===== config.mk =====
export PLATFORM = sky130hd
export DESIGN_NAME = z80_bus_arbiter_flat
export DESIGN_NICKNAME = d
export VERILOG_FILES = /design/src/rtl/z80_bus_pkg.sv /design/src/rtl/z80_bus_arbiter_if.sv /design/src/rtl/rr_picker.sv /design/src/rtl/z80_bus_arbiter.sv /design/src/flat_wrapper.sv
export SDC_FILE = /design/constraint.sdc
export NUM_CORES = 1
export LEC_CHECK = 0
export CORE_MARGIN = 5
export CORE_UTILIZATION = 36
export DETAILED_ROUTE_END_ITERATION = 7
export GPL_ROUTABILITY_DRIVEN = 0
export PLACE_DENSITY = 0.82
export SLEW_MARGIN = 20
export SYNTH_ARGS = -nofsm -noshare
export SYNTH_HDL_FRONTEND = slang
export SYNTH_SLANG_ARGS = --single-unit

===== constraint.sdc =====
create_clock -name clk -period 4.3 [get_ports clk]
set_input_delay 0.86 -clock clk [delete_from_list [all_inputs] [get_ports clk]]
set_output_delay 0.86 -clock clk [all_outputs]
set_load 0.02 [all_outputs]

===== src/rtl/z80_bus_pkg.sv =====
`default_nettype none
// ============================================================================
// Module   : z80_bus_pkg
// Purpose  : Shared types and widths for the Z80 bus arbiter and its
//            interface: bus widths and the arbiter state encoding.
// Ports    : none (package)
// Revision : 1.0 - initial release
// ============================================================================
package z80_bus_pkg;

   localparam int Z80_ADDR_W = 16;
   localparam int Z80_DATA_W = 8;

   typedef enum logic [2:0] {
      ARB_IDLE    = 3'd0,  // CPU owns the bus
      ARB_REQ     = 3'd1,  // BUSREQ_L asserted, waiting for BUSACK_L
      ARB_GRANT   = 3'd2,  // one master drives the bus
      ARB_RELEASE = 3'd3,  // bus floated to inactive, BUSREQ_L dropped
      ARB_UNACK   = 3'd4   // waiting for the CPU to drop BUSACK_L
   } arb_state_t;

endpackage
`default_nettype wire


===== src/rtl/z80_bus_arbiter_if.sv =====
`default_nettype none
// ============================================================================
// Module   : z80_bus_arbiter_if
// Purpose  : Bundles the CPU bus, the DMA master requests/buses, the
//            BUSREQ_L/BUSACK_L handshake and the muxed system bus.
// Modports : master - the CPU and DMA masters side (drives requests and
//                     source buses, observes grant and muxed bus)
//            slave  - the arbiter side
// Revision : 1.0 - initial release
// ============================================================================
interface z80_bus_arbiter_if #(
   parameter int NUM_REQ = 2
);
   import z80_bus_pkg::*;

   // CPU side
   logic [Z80_ADDR_W-1:0]         cpu_addr;
   logic [Z80_DATA_W-1:0]         cpu_data;
   logic                          cpu_MREQ_L;
   logic                          cpu_IORQ_L;
   logic                          cpu_RD_L;
   logic                          cpu_WR_L;
   logic                          BUSREQ_L;
   logic                          BUSACK_L;

   // DMA masters
   logic [NUM_REQ-1:0]            req;
   logic [NUM_REQ-1:0]            done;
   logic [NUM_REQ*Z80_ADDR_W-1:0] dma_addr;
   logic [NUM_REQ*Z80_DATA_W-1:0] dma_data;
   logic [NUM_REQ-1:0]            dma_rd;
   logic [NUM_REQ-1:0]            dma_wr;
   logic [NUM_REQ-1:0]            dma_io;
   logic [NUM_REQ-1:0]            gnt;

   // Muxed bus towards memory/ports
   logic [Z80_ADDR_W-1:0]         addr_bus;
   logic [Z80_DATA_W-1:0]         data_out;
   logic                          MREQ_L;
   logic                          IORQ_L;
   logic                          RD_L;
   logic                          WR_L;

   modport master (
      output cpu_addr, cpu_data, cpu_MREQ_L, cpu_IORQ_L, cpu_RD_L, cpu_WR_L,
      output BUSACK_L, req, done, dma_addr, dma_data, dma_rd, dma_wr, dma_io,
      input  BUSREQ_L, gnt, addr_bus, data_out, MREQ_L, IORQ_L, RD_L, WR_L
   );

   modport slave (
      input  cpu_addr, cpu_data, cpu_MREQ_L, cpu_IORQ_L, cpu_RD_L, cpu_WR_L,
      input  BUSACK_L, req, done, dma_addr, dma_data, dma_rd, dma_wr, dma_io,
      output BUSREQ_L, gnt, addr_bus, data_out, MREQ_L, IORQ_L, RD_L, WR_L
   );

endinterface
`default_nettype wire


===== src/rtl/rr_picker.sv =====
`default_nettype none
// ============================================================================
// Module   : rr_picker
// Purpose  : Combinational round-robin pick: the first set request at or
//            after ptr, wrapping around. Shared with the interrupt-source
//            arbiter.
// Ports    : req   in  N        request vector
//            ptr   in  PW       search start position (0..N-1)
//            pick  out N        one-hot chosen request (0 when none)
//            valid out 1        at least one request set
// Revision : 1.0 - initial release
// ============================================================================
module rr_picker #(
   parameter int N = 2
) (
   input  wire logic [N-1:0]                         req,
   input  wire logic [((N > 1) ? $clog2(N) : 1)-1:0] ptr,
   output logic      [N-1:0]                         pick,
   output logic                                      valid
);

   always_comb begin
      pick  = '0;
      valid = 1'b0;
      for (int k = 0; k < N; k++) begin
         int j;
         j = int'(ptr) + k;
         if (j >= N) begin
            j = j - N;
         end
         if (!valid && req[j]) begin
            pick[j] = 1'b1;
            valid   = 1'b1;
         end
      end
   end

endmodule
`default_nettype wire


===== src/rtl/z80_bus_arbiter.sv =====
`default_nettype none
// ============================================================================
// Module   : z80_bus_arbiter
// Purpose  : Shares the Z80 system bus between the CPU and NUM_REQ DMA
//            masters. Takes the bus via BUSREQ_L/BUSACK_L, grants one master
//            at a time round-robin, limits each grant to MAX_HOLD cycles and
//            always hands the bus back to the CPU for at least
//            CPU_MIN_CYCLES between takeovers.
// Ports    : clk  in  1   system clock
//            rst  in  1   synchronous reset, active-high
//            bus  slave modport of z80_bus_arbiter_if (CPU bus, handshake,
//                 DMA requests/buses, one-hot gnt, muxed system bus)
// Revision : 1.0 - initial release
// ============================================================================
module z80_bus_arbiter #(
   parameter int NUM_REQ        = 2,
   parameter int MAX_HOLD       = 64,
   parameter int CPU_MIN_CYCLES = 4
) (
   input  wire logic        clk,
   input  wire logic        rst,
   z80_bus_arbiter_if.slave bus
);
   import z80_bus_pkg::*;

   localparam int SEL_W  = (NUM_REQ > 1) ? $clog2(NUM_REQ) : 1;
   localparam int HOLD_W = $clog2(MAX_HOLD);
   localparam int CPU_W  = $clog2(CPU_MIN_CYCLES + 1);

   localparam logic [HOLD_W-1:0] HOLD_LAST = HOLD_W'(MAX_HOLD - 1);
   localparam logic [CPU_W-1:0]  CPU_MIN   = CPU_W'(CPU_MIN_CYCLES);
   localparam logic [SEL_W-1:0]  SEL_LAST  = SEL_W'(NUM_REQ - 1);

   arb_state_t         state_q,    state_d;
   logic               busreq_l_q, busreq_l_d;
   logic [NUM_REQ-1:0] gnt_q,      gnt_d;
   logic [SEL_W-1:0]   rr_ptr_q,   rr_ptr_d;
   logic [SEL_W-1:0]   sel_q,      sel_d;
   logic [HOLD_W-1:0]  hold_cnt_q, hold_cnt_d;
   logic [CPU_W-1:0]   cpu_cnt_q,  cpu_cnt_d;

   logic [NUM_REQ-1:0] w_pick;
   logic               w_pick_valid;
   logic [SEL_W-1:0]   w_pick_idx;
   logic               w_sel_req;
   logic               w_sel_done;

   rr_picker #(
      .N (NUM_REQ)
   ) u_rr_picker (
      .req   (bus.req),
      .ptr   (rr_ptr_q),
      .pick  (w_pick),
      .valid (w_pick_valid)
   );

   // One-hot to index for the sel register.
   always_comb begin
      w_pick_idx = '0;
      for (int i = 0; i < NUM_REQ; i++) begin
         if (w_pick[i]) begin
            w_pick_idx = SEL_W'(i);
         end
      end
   end

   // Only the selected master's request and release pulse matter.
   assign w_sel_req  = bus.req[sel_q];
   assign w_sel_done = bus.done[sel_q];

   // ------------------------------------------------------------------------
   // State register
   // ------------------------------------------------------------------------
   always_ff @(posedge clk) begin
      if (rst) begin
         state_q    <= ARB_IDLE;
         busreq_l_q <= 1'b1;
         gnt_q      <= '0;
         rr_ptr_q   <= '0;
         sel_q      <= '0;
         hold_cnt_q <= '0;
         // Start saturated so the first request after reset is not delayed.
         cpu_cnt_q  <= CPU_MIN;
      end else begin
         state_q    <= state_d;
         busreq_l_q <= busreq_l_d;
         gnt_q      <= gnt_d;
         rr_ptr_q   <= rr_ptr_d;
         sel_q      <= sel_d;
         hold_cnt_q <= hold_cnt_d;
         cpu_cnt_q  <= cpu_cnt_d;
      end
   end

   // ------------------------------------------------------------------------
   // Next-state logic
   // ------------------------------------------------------------------------
   always_comb begin
      state_d    = state_q;
      busreq_l_d = busreq_l_q;
      gnt_d      = gnt_q;
      rr_ptr_d   = rr_ptr_q;
      sel_d      = sel_q;
      hold_cnt_d = hold_cnt_q;
      cpu_cnt_d  = cpu_cnt_q;

      case (state_q)
         ARB_IDLE: begin
            // BUSACK_L is not looked at here: a spurious ack never grants.
            if (cpu_cnt_q < CPU_MIN) begin
               cpu_cnt_d = cpu_cnt_q + CPU_W'(1);
            end
            if (w_pick_valid && (cpu_cnt_q >= CPU_MIN)) begin
               sel_d      = w_pick_idx;
               busreq_l_d = 1'b0;
               state_d    = ARB_REQ;
            end
         end

         ARB_REQ: begin
            if (!bus.BUSACK_L) begin
               if (w_sel_req) begin
                  gnt_d        = '0;
                  gnt_d[sel_q] = 1'b1;
                  hold_cnt_d   = '0;
                  state_d      = ARB_GRANT;
               end else begin
                  // Requester withdrew while we waited: hand the bus back
                  // without ever granting it.
                  busreq_l_d = 1'b1;
                  state_d    = ARB_RELEASE;
               end
            end
         end

         ARB_GRANT: begin
            hold_cnt_d = hold_cnt_q + HOLD_W'(1);
            // All release causes collapse into a single transition, so a
            // done coinciding with the hold limit releases only once.
            if (w_sel_done || !w_sel_req || (hold_cnt_q == HOLD_LAST)) begin
               gnt_d      = '0;
               busreq_l_d = 1'b1;
               state_d    = ARB_RELEASE;
            end
         end

         ARB_RELEASE: begin
            busreq_l_d = 1'b1;
            rr_ptr_d   = (sel_q == SEL_LAST) ? '0 : sel_q + SEL_W'(1);
            state_d    = ARB_UNACK;
         end

         ARB_UNACK: begin
            if (bus.BUSACK_L) begin
               cpu_cnt_d = '0;
               state_d   = ARB_IDLE;
            end
         end

         default: begin
            busreq_l_d = 1'b1;
            gnt_d      = '0;
            state_d    = ARB_IDLE;
         end
      endcase
   end

   // ------------------------------------------------------------------------
   // Output logic: bus mux
   // ------------------------------------------------------------------------
   always_comb begin
      bus.addr_bus = bus.cpu_addr;
      bus.data_out = bus.cpu_data;
      bus.MREQ_L   = bus.cpu_MREQ_L;
      bus.IORQ_L   = bus.cpu_IORQ_L;
      bus.RD_L     = bus.cpu_RD_L;
      bus.WR_L     = bus.cpu_WR_L;

      case (state_q)
         ARB_GRANT: begin
            bus.addr_bus = bus.dma_addr[Z80_ADDR_W*sel_q +: Z80_ADDR_W];
            bus.data_out = bus.dma_data[Z80_DATA_W*sel_q +: Z80_DATA_W];
            // The space strobe follows whichever of rd/wr is active.
            bus.MREQ_L   = ~((bus.dma_rd[sel_q] | bus.dma_wr[sel_q]) & ~bus.dma_io[sel_q]);
            bus.IORQ_L   = ~((bus.dma_rd[sel_q] | bus.dma_wr[sel_q]) &  bus.dma_io[sel_q]);
            bus.RD_L     = ~bus.dma_rd[sel_q];
            bus.WR_L     = ~bus.dma_wr[sel_q];
         end
         ARB_RELEASE: begin
            bus.addr_bus = '0;
            bus.data_out = '0;
            bus.MREQ_L   = 1'b1;
            bus.IORQ_L   = 1'b1;
            bus.RD_L     = 1'b1;
            bus.WR_L     = 1'b1;
         end
         default: begin
         end
      endcase
   end

   assign bus.BUSREQ_L = busreq_l_q;
   assign bus.gnt      = gnt_q;

endmodule
`default_nettype wire


===== src/flat_wrapper.sv =====
// flat-port wrapper written by rule: the top's interface ports become plain ports
module z80_bus_arbiter_flat import z80_bus_pkg::*;
#(
   parameter int NUM_REQ        = 2,
   parameter int MAX_HOLD       = 64,
   parameter int CPU_MIN_CYCLES = 4
)
  (clk, rst, bus_cpu_addr, bus_cpu_data, bus_cpu_MREQ_L, bus_cpu_IORQ_L, bus_cpu_RD_L, bus_cpu_WR_L, bus_BUSACK_L, bus_req, bus_done, bus_dma_addr, bus_dma_data, bus_dma_rd, bus_dma_wr, bus_dma_io, bus_BUSREQ_L, bus_gnt, bus_addr_bus, bus_data_out, bus_MREQ_L, bus_IORQ_L, bus_RD_L, bus_WR_L);
  z80_bus_arbiter_if #(.NUM_REQ(NUM_REQ)) bus_i ();
  input  wire logic clk;
  input  wire logic rst;
  input wire logic [$bits(bus_i.cpu_addr)-1:0] bus_cpu_addr;
  input wire logic [$bits(bus_i.cpu_data)-1:0] bus_cpu_data;
  input wire logic [$bits(bus_i.cpu_MREQ_L)-1:0] bus_cpu_MREQ_L;
  input wire logic [$bits(bus_i.cpu_IORQ_L)-1:0] bus_cpu_IORQ_L;
  input wire logic [$bits(bus_i.cpu_RD_L)-1:0] bus_cpu_RD_L;
  input wire logic [$bits(bus_i.cpu_WR_L)-1:0] bus_cpu_WR_L;
  input wire logic [$bits(bus_i.BUSACK_L)-1:0] bus_BUSACK_L;
  input wire logic [$bits(bus_i.req)-1:0] bus_req;
  input wire logic [$bits(bus_i.done)-1:0] bus_done;
  input wire logic [$bits(bus_i.dma_addr)-1:0] bus_dma_addr;
  input wire logic [$bits(bus_i.dma_data)-1:0] bus_dma_data;
  input wire logic [$bits(bus_i.dma_rd)-1:0] bus_dma_rd;
  input wire logic [$bits(bus_i.dma_wr)-1:0] bus_dma_wr;
  input wire logic [$bits(bus_i.dma_io)-1:0] bus_dma_io;
  output wire logic [$bits(bus_i.BUSREQ_L)-1:0] bus_BUSREQ_L;
  output wire logic [$bits(bus_i.gnt)-1:0] bus_gnt;
  output wire logic [$bits(bus_i.addr_bus)-1:0] bus_addr_bus;
  output wire logic [$bits(bus_i.data_out)-1:0] bus_data_out;
  output wire logic [$bits(bus_i.MREQ_L)-1:0] bus_MREQ_L;
  output wire logic [$bits(bus_i.IORQ_L)-1:0] bus_IORQ_L;
  output wire logic [$bits(bus_i.RD_L)-1:0] bus_RD_L;
  output wire logic [$bits(bus_i.WR_L)-1:0] bus_WR_L;
  assign bus_i.cpu_addr = bus_cpu_addr;
  assign bus_i.cpu_data = bus_cpu_data;
  assign bus_i.cpu_MREQ_L = bus_cpu_MREQ_L;
  assign bus_i.cpu_IORQ_L = bus_cpu_IORQ_L;
  assign bus_i.cpu_RD_L = bus_cpu_RD_L;
  assign bus_i.cpu_WR_L = bus_cpu_WR_L;
  assign bus_i.BUSACK_L = bus_BUSACK_L;
  assign bus_i.req = bus_req;
  assign bus_i.done = bus_done;
  assign bus_i.dma_addr = bus_dma_addr;
  assign bus_i.dma_data = bus_dma_data;
  assign bus_i.dma_rd = bus_dma_rd;
  assign bus_i.dma_wr = bus_dma_wr;
  assign bus_i.dma_io = bus_dma_io;
  assign bus_BUSREQ_L = bus_i.BUSREQ_L;
  assign bus_gnt = bus_i.gnt;
  assign bus_addr_bus = bus_i.addr_bus;
  assign bus_data_out = bus_i.data_out;
  assign bus_MREQ_L = bus_i.MREQ_L;
  assign bus_IORQ_L = bus_i.IORQ_L;
  assign bus_RD_L = bus_i.RD_L;
  assign bus_WR_L = bus_i.WR_L;
  z80_bus_arbiter #(.NUM_REQ(NUM_REQ), .MAX_HOLD(MAX_HOLD), .CPU_MIN_CYCLES(CPU_MIN_CYCLES)) u_core (.clk(clk), .rst(rst), .bus(bus_i));
endmodule

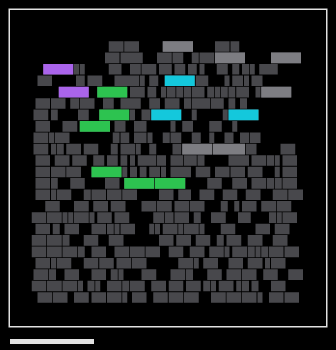
*Register map, names as in the netlist*
Scale bar: 20 microns.
signal	colour	sequential cells
u_core.bus.gnt	purple	2
u_core.state_q	cyan	3
u_core.hold_cnt_q	green	6
not coloured	6

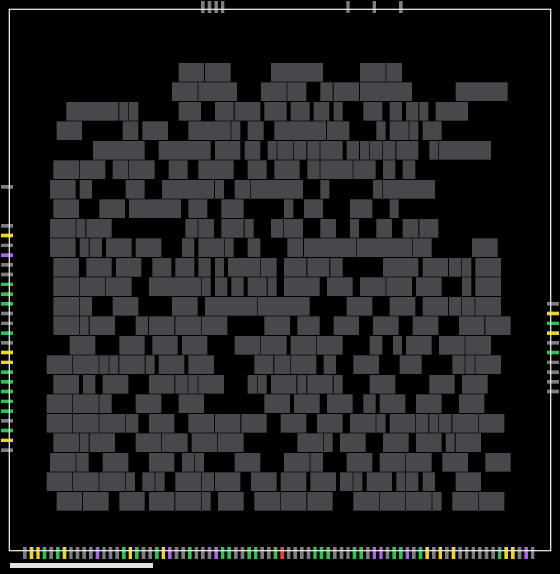
*I/O pins on the die edge*
Scale bar: 20 microns. Pins as bars across the die edge, other pins in grey.
port	colour	pins	direction	edge
bus_cpu_data	purple	8	input	7 bottom, 1 left
bus_cpu_addr	yellow	16	input	10 bottom, 4 left, 2 right
bus_WR_L	red	1	output	bottom
bus_dma_addr	green	32	input	20 bottom, 10 left, 2 right
vertical die size: 75.3 microns
Horiz. Die Dim: 75.3 microns
number of I/O port buffers: 119

Yosys cell counts, drive strengths merged:
cell	instances	area (sq um)
a32oi	2	25.0
nor2	12	47.6
a41oi	1	8.76
nand2	34	128
mux2	1	15.0
nor2b	4	25.0
o21a	3	22.5
a22o	1	8.76
nor4	2	12.5
a2bb2oi	1	8.76
a211oi	5	37.5
o21ai	28	140
buf	7	50.1
nand3b	3	22.5
a31oi	2	12.5
mux2i	30	300
ha	2	25.0
nand3	1	5.00
o21bai	1	7.51
a221oi	1	8.76
o41ai	1	8.76
a21o	2	15.0
clkbuf	9	33.8
a211o	1	8.76
nor3	2	10.0
and2	1	6.26
a221o	1	10.0
a21oi	12	60.1
a311oi	2	17.5
inv	3	11.3
a41o	1	10.0
o22a	2	17.5
o2111ai	1	8.76
and3	1	6.26
nor3b	3	27.5
dfxtp	17	340
or3b	1	8.76
nand2b	4	25.0
flip-flops by register name, summed over array words and instances (netlist names):
signal and cells:
u_core.rr_ptr_q 1, u_core.bus.BUSREQ_L 1, u_core.sel_q 1, u_core.cpu_cnt_q 3, u_core.state_q 3, u_core.bus.gnt 2
u_core.hold_cnt_q 6
cell families (layout without fill, tap and decap cells):
family / Yosys count / in the layout / share of synthesized area [%]
buf+inv: 19 / 128 / 6.19
compound gates: 68 / 68 / 28.4
simple gates: 68 / 68 / 21.1
mux: 31 / 31 / 20.5
fa+ha+maj: 2 / 2 / 1.63
flops: 17 / 17 / 22.2
final timing paths:
check / from / to
setup / recovery: u_core.state_q[1] / bus_data_out[2]
hold reg to reg: u_core.bus.gnt[1] / u_core.bus.gnt[1]
hold / removal: u_core.bus.gnt[1] / u_core.bus.gnt[1]
setup reg to reg: u_core.sel_q / u_core.hold_cnt_q[3]
==> summary.txt <==
Entry: Yosys synthesis followed by OpenROAD place and route.

CTS:
- The run gives the clock transition at the registers of the reported paths as 0.07 ns.
- TritonCTS built the clock tree.
- The run puts the count of instances resized after the clock tree is built at 0.
- Clock tree synthesis selected as its root buffer the cell sky130_fd_sc_hd__clkbuf_8.

STA:
- The run puts the worst hold slack at 0.482 ns.
- The run gives the worst-margin pin slew as 0.868 ns.
- The run puts the final sum of negative setup slack at 0 ns.
- In the final report, the number of hold violations comes to 0.

Power and ir drop:
- The run gives the power density over cell area as ~260 nW/um^2.

Cells and area:
- The run gives the final net count as between 400 and 500.
- The run puts the buffer share of cell area at 43.6%.
- The class occupying the most area after layout is reported as buffers.

Global route:
- The via count of the first global-routing pass is 1856.
- The number of antenna violations at the first check in global routing is 0.

Floorplanning:
- The run gives the core area as 4060 sq um.

Run status:
- The run finished with clean final reports.

Critical path:
- The run gives the data required time of the critical path as 3.44 ns.

Synth:
- The run puts the synthesis warning total at 0.

Place:
- The run puts the total half-perimeter wirelength after legalization and detailed placement at 4770 microns.

Routing:
- The run gives the post-route met1 wirelength as 2330 microns.
Power is estimated from default activity; no workload was simulated.
